### src/rtl/imem_loader.sv
// Byte-stream instruction memory loader: assembles little-endian byte pairs into
// instruction words and writes them to consecutive addresses while holding the core busy.
module imem_loader #(
    parameter int unsigned DEPTH  = 16,
    parameter int unsigned ADDR_W = 4,
    parameter int unsigned DATA_W = 16
) (
    input  logic              clk,
    input  logic              reset,
    input  logic              start,
    input  logic [4:0]        len,
    input  logic              abort,
    input  logic [7:0]        s_data,
    input  logic              s_valid,
    output logic              s_ready,
    output logic              mem_we,
    output logic [ADDR_W-1:0] mem_addr,
    output logic [DATA_W-1:0] mem_wdata,
    output logic              busy,
    output logic              done,
    output logic              err,
    output logic [DATA_W-1:0] checksum
);

    localparam int unsigned LEN_W  = 5;
    localparam int unsigned BYTE_W = 8;

    typedef enum logic [2:0] {
        S_IDLE,
        S_LO,
        S_HI,
        S_WRITE,
        S_DONE
    } state_t;

    state_t              state, state_nxt;
    logic [ADDR_W-1:0]   addr, addr_nxt;
    logic [LEN_W-1:0]    rem, rem_nxt;
    logic [BYTE_W-1:0]   lo_byte, lo_nxt;
    logic [BYTE_W-1:0]   hi_byte, hi_nxt;
    logic [DATA_W-1:0]   csum_nxt;
    logic                err_nxt;
    logic [DATA_W-1:0]   word;
    logic                xfer;

    logic                s_ready_nxt;
    logic                mem_we_nxt;
    logic [ADDR_W-1:0]   mem_addr_nxt;
    logic [DATA_W-1:0]   mem_wdata_nxt;
    logic                busy_nxt;
    logic                done_nxt;

    // State register plus registered outputs, all cleared asynchronously
    always_ff @(posedge clk or posedge reset) begin
        if (reset) begin
            state     <= S_IDLE;
            addr      <= '0;
            rem       <= '0;
            lo_byte   <= '0;
            hi_byte   <= '0;
            checksum  <= '0;
            err       <= 1'b0;
            s_ready   <= 1'b0;
            mem_we    <= 1'b0;
            mem_addr  <= '0;
            mem_wdata <= '0;
            busy      <= 1'b0;
            done      <= 1'b0;
        end else begin
            state     <= state_nxt;
            addr      <= addr_nxt;
            rem       <= rem_nxt;
            lo_byte   <= lo_nxt;
            hi_byte   <= hi_nxt;
            checksum  <= csum_nxt;
            err       <= err_nxt;
            s_ready   <= s_ready_nxt;
            mem_we    <= mem_we_nxt;
            mem_addr  <= mem_addr_nxt;
            mem_wdata <= mem_wdata_nxt;
            busy      <= busy_nxt;
            done      <= done_nxt;
        end
    end

    // Next-state, datapath and output decode
    always_comb begin
        state_nxt     = state;
        addr_nxt      = addr;
        rem_nxt       = rem;
        lo_nxt        = lo_byte;
        hi_nxt        = hi_byte;
        csum_nxt      = checksum;
        err_nxt       = err;
        word          = DATA_W'({hi_byte, lo_byte});
        xfer          = s_valid && s_ready;
        s_ready_nxt   = 1'b0;
        mem_we_nxt    = 1'b0;
        mem_addr_nxt  = '0;
        mem_wdata_nxt = '0;
        busy_nxt      = 1'b0;
        done_nxt      = 1'b0;

        case (state)
            S_IDLE: begin
                if (start) begin
                    if (len > LEN_W'(DEPTH)) begin
                        // Oversized request is rejected without touching load state
                        err_nxt = 1'b1;
                    end else begin
                        addr_nxt  = '0;
                        rem_nxt   = len;
                        csum_nxt  = '0;
                        err_nxt   = 1'b0;
                        state_nxt = (len == '0) ? S_DONE : S_LO;
                    end
                end
            end
            S_LO: begin
                if (abort) begin
                    state_nxt = S_IDLE;
                    err_nxt   = 1'b1;
                    lo_nxt    = '0;
                    hi_nxt    = '0;
                end else if (xfer) begin
                    lo_nxt    = s_data;
                    state_nxt = S_HI;
                end
            end
            S_HI: begin
                if (abort) begin
                    state_nxt = S_IDLE;
                    err_nxt   = 1'b1;
                    lo_nxt    = '0;
                    hi_nxt    = '0;
                end else if (xfer) begin
                    hi_nxt    = s_data;
                    state_nxt = S_WRITE;
                end
            end
            S_WRITE: begin
                // The write in flight always completes; abort only redirects afterwards
                csum_nxt = checksum ^ word;
                addr_nxt = addr + ADDR_W'(1);
                rem_nxt  = rem - LEN_W'(1);
                if (abort) begin
                    state_nxt = S_IDLE;
                    err_nxt   = 1'b1;
                end else if (rem == LEN_W'(1)) begin
                    state_nxt = S_DONE;
                end else begin
                    state_nxt = S_LO;
                end
            end
            S_DONE: begin
                state_nxt = S_IDLE;
            end
            default: begin
                state_nxt = S_IDLE;
            end
        endcase

        s_ready_nxt = (state_nxt == S_LO) || (state_nxt == S_HI);
        busy_nxt    = (state_nxt == S_LO) || (state_nxt == S_HI) || (state_nxt == S_WRITE);
        done_nxt    = (state_nxt == S_DONE);
        if (state_nxt == S_WRITE) begin
            mem_we_nxt    = 1'b1;
            mem_addr_nxt  = addr_nxt;
            mem_wdata_nxt = DATA_W'({hi_nxt, lo_nxt});
        end
    end

endmodule

### config.mk
export PLATFORM = sky130hd
export DESIGN_NAME = imem_loader
export DESIGN_NICKNAME = d
export VERILOG_FILES = /design/src/rtl/imem_loader.sv
export SDC_FILE = /design/constraint.sdc
export NUM_CORES = 1
export LEC_CHECK = 0
export CELL_PAD_IN_SITES_DETAIL_PLACEMENT = 1
export CELL_PAD_IN_SITES_GLOBAL_PLACEMENT = 2
export CORE_ASPECT_RATIO = 0.9
export CORE_MARGIN = 2
export CORE_UTILIZATION = 34
export DETAILED_ROUTE_END_ITERATION = 10
export PLACE_DENSITY_LB_ADDON = 0.1
export SKIP_CTS_REPAIR_TIMING = 1
export SYNTH_ARGS = -nofsm -noshare
export SYNTH_HDL_FRONTEND = slang
export SYNTH_SLANG_ARGS = --single-unit
export TNS_END_PERCENT = 30
### constraint.sdc
create_clock -name clk -period 5 [get_ports clk]
set_clock_uncertainty 0.2 [all_clocks]
set_input_delay 1 -clock clk [delete_from_list [all_inputs] [get_ports clk]]
set_output_delay 1 -clock clk [all_outputs]
set_load 0.02 [all_outputs]
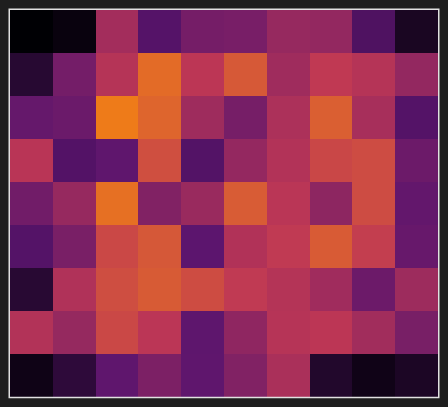
Fig. 1. Placement density heat map.
The die is cut into 10 by 9 equal tiles; black is low, pale yellow is high, 0 to 100% covered.
1.1% of the tiles are nearly empty. The mean over all tiles is 39%. The fullest tile reaches 70%.
FP Util: 0.351
core area: 8570 µm²
fin util: 0.452

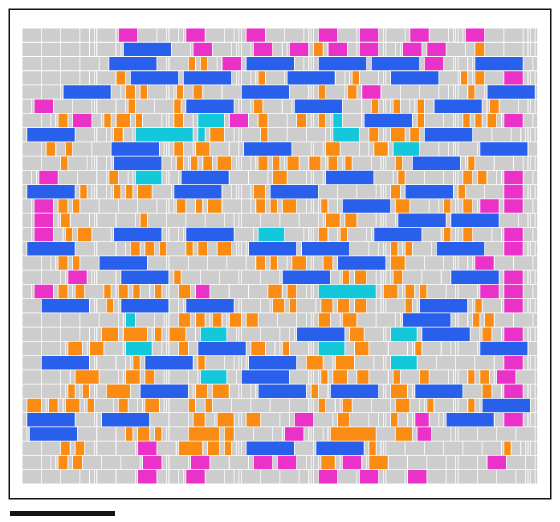
Fig. 2. Placement by cell class.
Bar = 20 µm. Fill, decap, tap and diode cells in gray.
other buffers and delay cells: marked magenta, cells 61. clock drivers and dummy loads: marked cyan, cells 16. flops: marked blue, cells 69. all other logic: marked orange, cells 213.
row count: 32
final non-filler cell area: 3870 µm²
register share of the cell area: 0.446

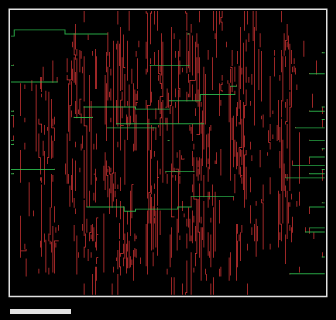
Fig. 3. Routed metal, one color a layer.
Bar = 20 µm. Two of the layers only.
met3: marked green, wire length 333 µm. met2: marked red, wire length 3710 µm.
Routed WL: 8150 µm
via count: 2438

==> impl_metrics.toml <==
# synthesis and place-and-route metrics
[die]
io-pin-count = 59
chip_area_um2 = 9610
die_h_um = 93.2

[synth]
edf_count = 0
ys_sh_mux = 0.00666
topCombFamilyByArea = "simple AND/OR/NAND/NOR gates"
yosysMostFrequentCell = "dfrtp_1"
synthesis.area_um2 = 3010
synth_cells = 301
area_leaders = "dfrtp_1 (57%), o21ai_1 (6.0%), nand2_1 (5.1%)"
yosys_cells = 301
synthArstFlopShare = 1.00
top_area_cell = "dfrtp_1"
fp_nets = 322

[critical_path]
crit_cells = 6
critical_path.slowest_cell = "nor2b_1"
critical_path_arrival_ps = 3150
critical_path.endpoint = "s_ready"
worstRegToRegCells = 5
crit_required_ps = 5010
reg2reg_setup_slack_ps = 2380

[layout]
comb_cells = 207
buffers_excl_clock = 61

[clock_tree]
clk_path_buf_depth = 2
clockRootBuffer = "clkbuf_8"
cts_inserted_buffers = 9
clkTransAtPathRegs_ps = 70
clk_latency_ps = 350

[grt]
gr-total-overflow = 0
grt_start_max_net_pins = 46
use_met2 = 0.279
use_met1 = 0.263

[pwr]
power_leader = "registers"
combinationalPower_uw = 324
p_int_uw = 1110
p_clk_uw = 517
p_leak_uw = 0.00175
clkPwrFrac = 0.320

[timing]
tns_ps = 0
setup_violations = 0
rsz0062_at_grt = "false"
slew_headroom = 0.169
period_needed_ps = 3140

[outcome]
status = "completed"

[hold_path]
min_to = "checksum[2]"

[route]
drt_iter0_drc = 109
routed.top_layer = "met4"

[run]
tool_warnings = 27
